**Placed cells, one color a class**

Scale bar: 20 um.
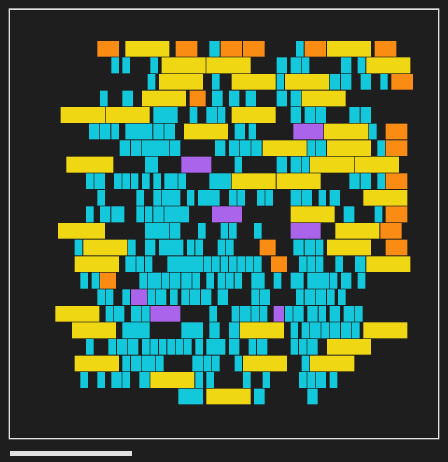
**Selected gate families**

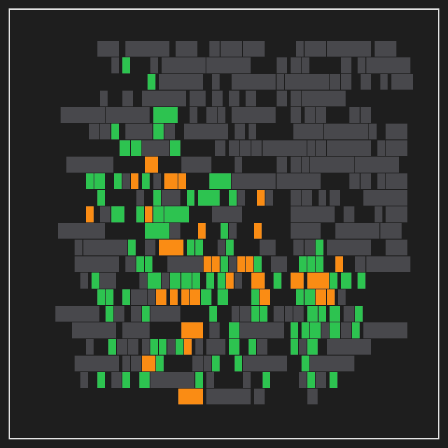
**Signal wires by layer**

Scale bar: 20 um. Only two layers are drawn.
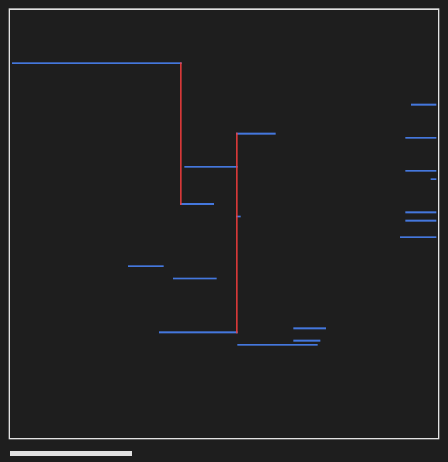
**Register map, names as in the netlist**

Scale bar: 20 um. Other sequential cells in the stronger gray, the rest of the logic in the fainter gray.
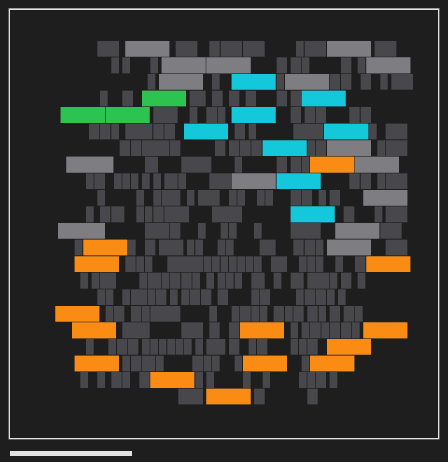
[config.mk]
export PLATFORM = sky130hd
export DESIGN_NAME = uart_rx
export DESIGN_NICKNAME = d
export VERILOG_FILES = /design/src/rtl/uart_pkg.sv /design/src/rtl/uart_rx_sync.sv /design/src/rtl/uart_rx.sv
export SDC_FILE = /design/constraint.sdc
export NUM_CORES = 1
export LEC_CHECK = 0
export ABC_AREA = 1
export CORE_MARGIN = 4
export CORE_UTILIZATION = 50
export DETAILED_ROUTE_END_ITERATION = 10
export PLACE_DENSITY_LB_ADDON = 0.25
export SLEW_MARGIN = 10
export SYNTH_ARGS = -nofsm -noshare
export SYNTH_HDL_FRONTEND = slang
export SYNTH_HIERARCHICAL = 1
export SYNTH_SLANG_ARGS = --single-unit
export TNS_END_PERCENT = 10
[constraint.sdc]
create_clock -name clk -period 1.8 [get_ports clk]
set_input_delay 0.36 -clock clk [delete_from_list [all_inputs] [get_ports clk]]
set_output_delay 0.36 -clock clk [all_outputs]
set_load 0.01 [all_outputs]
[src/rtl/uart_pkg.sv]
// Shared UART definitions: state encoding, frame width and default baud timing.
// Intended to be reused by both the receiver and a future transmitter rework.
package uart_pkg;

  typedef enum logic [1:0] {
    IDLE,
    START,
    DATA,
    STOP
  } uart_state_t;

  localparam int DATA_BITS            = 8;
  localparam int DEFAULT_CLKS_PER_BIT = 10416;  // 9600 baud from a 100 MHz clock

endpackage

[src/rtl/uart_rx_sync.sv]
// Two-flop synchroniser for an asynchronous, idle-high input, plus falling-edge detect.
// Every flop resets high so an idle line never looks like an edge.
module uart_rx_sync (
  input  logic clk,
  input  logic reset,
  input  logic line,
  output logic synced,
  output logic fall
);

  logic meta;
  logic sync;
  logic prev;

  always_ff @(posedge clk) begin
    if (!reset) begin
      meta <= 1'b1;
      sync <= 1'b1;
      prev <= 1'b1;
    end else begin
      meta <= line;
      sync <= meta;
      prev <= sync;
    end
  end

  assign synced = sync;
  assign fall   = prev & ~sync;

endmodule

[src/rtl/uart_rx.sv]
// 8N1 UART receiver: start-edge detect, mid-bit sampling, one-cycle valid and
// framing-error strobes. Baud timing matches the transmitter's CLKS_PER_BIT.
module uart_rx
  import uart_pkg::*;
#(
  parameter int CLKS_PER_BIT = DEFAULT_CLKS_PER_BIT,
  parameter int CNT_W        = 14
) (
  input  logic       clk,
  input  logic       reset,
  input  logic       rx,
  output logic [7:0] rx_data,
  output logic       rx_valid,
  output logic       rx_frame_err,
  output logic       rx_busy
);

  localparam int IDX_W = $clog2(DATA_BITS);
  localparam logic [CNT_W-1:0] HALF     = CNT_W'(CLKS_PER_BIT / 2 - 1);
  localparam logic [CNT_W-1:0] FULL     = CNT_W'(CLKS_PER_BIT - 1);
  localparam logic [IDX_W-1:0] LAST_BIT = IDX_W'(DATA_BITS - 1);

  logic rx_s;
  logic fall;

  uart_rx_sync u_sync (
    .clk   (clk),
    .reset (reset),
    .line  (rx),
    .synced(rx_s),
    .fall  (fall)
  );

  uart_state_t          state, state_n;
  logic [CNT_W-1:0]     cnt, cnt_n;
  logic [IDX_W-1:0]     bit_idx, bit_idx_n;
  logic [DATA_BITS-1:0] shift, shift_n;
  logic [7:0]           data_n;
  logic                 valid_n;
  logic                 err_n;

  always_ff @(posedge clk) begin
    if (!reset) begin
      state        <= IDLE;
      cnt          <= '0;
      bit_idx      <= '0;
      shift        <= '0;
      rx_data      <= '0;
      rx_valid     <= 1'b0;
      rx_frame_err <= 1'b0;
    end else begin
      state        <= state_n;
      cnt          <= cnt_n;
      bit_idx      <= bit_idx_n;
      shift        <= shift_n;
      rx_data      <= data_n;
      rx_valid     <= valid_n;
      rx_frame_err <= err_n;
    end
  end

  // The counter is always cleared on a state change, so it never reaches CLKS_PER_BIT.
  always_comb begin
    state_n   = state;
    cnt_n     = cnt;
    bit_idx_n = bit_idx;
    shift_n   = shift;
    data_n    = rx_data;
    valid_n   = 1'b0;
    err_n     = 1'b0;
    case (state)
      IDLE: begin
        if (fall) begin
          state_n = START;
          cnt_n   = '0;
        end
      end
      START: begin
        if (cnt == HALF) begin
          cnt_n     = '0;
          bit_idx_n = '0;
          state_n   = rx_s ? IDLE : DATA;
        end else begin
          cnt_n = cnt + CNT_W'(1);
        end
      end
      DATA: begin
        if (cnt == FULL) begin
          shift_n   = {rx_s, shift[DATA_BITS-1:1]};
          cnt_n     = '0;
          bit_idx_n = bit_idx + IDX_W'(1);
          if (bit_idx == LAST_BIT) state_n = STOP;
        end else begin
          cnt_n = cnt + CNT_W'(1);
        end
      end
      STOP: begin
        if (cnt == FULL) begin
          if (rx_s) begin
            data_n  = shift;
            valid_n = 1'b1;
          end else begin
            err_n = 1'b1;
          end
          state_n = IDLE;
          cnt_n   = '0;
        end else begin
          cnt_n = cnt + CNT_W'(1);
        end
      end
      default: state_n = IDLE;
    endcase
  end

  assign rx_busy = (state != IDLE);

endmodule
==> results_dict.tcl <==
# place-and-route summary
set metrics [dict create \
    grt_pass1_wl_um 6890 \
    cts_max_level 2 \
    ys_seq_share_pct 41.3 \
    mi_logic_area_um2 915 \
    grt_pass1_vias 1585 \
    yosysWarnings 6 \
    finalCritPeriodShare_pct 97.5 \
    top_area_share_pct 41.3 \
    r2r-start "cnt[0]" \
    worstHoldStart "u_sync/meta" \
    mux_area_share_pct 0 \
    max_freq_ghz 0.570 \
    simple_gate_share_pct 28.3 \
    gr-total-overflow 0 \
    comb_area_share_pct 41.3 \
    port_buffers 13 \
    drc 0 \
    hold_slack_ns 0.408 \
    inv_count 50 \
    edf_count 0 \
    n_antenna_cell 0 \
    hold_viol_final 0 \
    largest_cell_class "multi-input combinational cells" \
    cts_setup_buffers 0 \
    area_leaders "dfxtp_1, nand2_1, inv_1" \
    flops 40 \
    async_reset_ff_share_pct 0 \
    dieArea_um2 4940 \
    buffer_area_share_pct 7.24 \
    cts_sinks 40 \
    critical_path_required_ns 1.44 \
    hold_end "u_sync/synced" \
    ff2ff_setup_slack_ns 0.16 \
    hold_buffers 0 \
    wl_met3_um 124 \
    ys_area_um2 1940 \
    ys_cells 279 \
    die_x_um 70.3 \
    fin_ws_ns 0.0455 \
    skew_ns 0.00535 \
    power.total_mw 1.62 \
    aoi_share_pct 16.1 \
    cts_tree "built" \
    synthTopLogicFamily "simple AND/OR/NAND/NOR gates" \
    cp_max_fo 6 \
    wl_met1_um 1920 \
    grtUsageMet2_pct 27.2 \
    n_all_buffers 17 \
    dr.pass1.iters 4 \
    grtUsageTotal_pct 16.8 \
    cp-startpoint "state[0]" \
    final_max_slew_viol_count 0 \
    grtUsageMet1_pct 22.0 \
    core-area_um2 3720 \
    top_usage_layer "met2" \
    finalWirelength_um 3800 \
    vias_per_cell 4.91 \
    antenna_found_initial 0 \
    clk_pin_slew_worst_paths_ns 0.07 \
    place_ws_ns 0.174 \
    power_density_nw_per_um2 730 \
    arrival_ns 1.39 \
    reg2reg_depth 10 \
    wl_met2_um 1700 \
    place_area_um2 2120 \
    fin_crit_ns 1.75 \
    crit_type "reg -> out" \
    holdPathStages 2 \
    crit_end "rx_busy" \
    grtUsageMet3_pct 3.88 \
    cts_resized 1 \
    status "finished clean" \
    common_cells "nand2_1, inv_1, dfxtp_1" \
    yosysTopAreaCell "dfxtp_1" \
    taps 48 \
    top_layer_used "met4" \
    cp-start-kind "flop" \
    insertion_delay_ns 0.29 \
    ios 14 \
    layout_top_cell "nand2_1" \
    num_vias 1694 \
    grt_max_degree 32 \
    clkCellAreaFrac_pct 3.68 \
    drt_iter0_markers 135 \
    rsz0062_at_grt "true" \
    layout_top_cells "nand2_1, inv_1, dfxtp_1" \
    nClkBuffers 5 \
    seq_area_um2 803 \
    finalNonFillerCells 345 \
    cts_buffers 5 \
    xor_area_share_pct 0.452 \
    warnings 27 \
    logic_gates 183 \
    fillers 337 \
    clk_path_buf_depth 2 \
    fp_util_pct 52.2 \
    hold_path_class "reg -> reg" \
    syn-cell-area_um2 1940 \
    worst_slew_pin_slew_ns 0.399 \
    synth_top_cell_by_count "nand2_1" \
    ff_type "dfxtp_1" \
    ir_drop_mv 0.415 \
    drv_cap 0 \
    finalInstanceArea_um2 2210 \
    dp.cells 338 \
    die_height_um 70.3 \
    setup_tns_ns 0 \
    dp_hpwl_um 2770 \
    postLayoutCoreUtil_pct 59.5 \
    ys_ff 40 \
    cellLeakagePower_nw 0.898 \
    critPathCaptureType "output pin" \
    rr_endpoint "cnt[12]" \
    yosysUniqueCellTypes 27 \
    finalSetupViolCount 0 \
    finalNetCount 303 \
    std_cell_rows 22 \
    avgRoutedWirePerCell_um 11.0 \
    slew_headroom_pct 73.3 \
    area_growth_pct 14.1 \
    drive_gt1_share_pct 10.4 \
    ant_nets 0 \
    synthCells 279 \
    gp_congestion 0.889 \
    synthesis.nets 285 \
    avgSynthCellArea_um2 6.95 \
    cts-root-buf "clkbuf_8" \
    seq_share_pct 36.3 \
    synthAdderAreaFrac_pct 1.94 \
]
Back to the opening pictures, 'placed cells, one color a class':
flops: drawn in yellow, cells 40, share of their area 37%. other buffers and delay cells: drawn in orange, cells 17, share of their area 7.4%. clock drivers and dummy loads: drawn in purple, cells 7, share of their area 3.8%. combinational and other logic: drawn in cyan, cells 233, share of their area 51%.

Back to the opening pictures, 'selected gate families':
NOR gates: drawn in orange, cells 30, most used nor2_1. NAND gates: drawn in green, cells 89, most used nand2_1.

Back to the opening pictures, 'signal wires by layer':
metal 4: drawn in red, wire length 55.8 um. metal 3: drawn in blue, wire length 124 um.

Back to the opening pictures, 'register map, names as in the netlist':
cnt: drawn in orange, placed flops 14. shift: drawn in cyan, placed flops 8. bit_idx: drawn in green, placed flops 3.
Another 15 sequential cells are not colored.

==> where the power goes <==
group	total (mW)	internal, mW	switching [mW]	leakage, nW
registers	0.910	0.897	0.0128	0.324
logic	0.147	0.0540	0.0931	0.534
clock network	0.559	0.262	0.297	0.0400
==> critical path, stage by stage (launching register included) <==
cell and delay (ns):
dfxtp_2 0.38, nor2_2 0.07, inv_1 0.11, clkdlybuf4s50_1 0.55
==> state kept, by name, summed over array words and instances (netlist names), named ones only <==
signal / count
u_sync/synced: 1
cnt: 14
u_sync/prev: 1
rx_valid: 1
u_sync/meta: 1
rx_frame_err: 1
bit_idx: 3
rx_data: 8
state: 1
shift: 8
Power figures rest on the tool's default switching activity, not on a simulated workload.
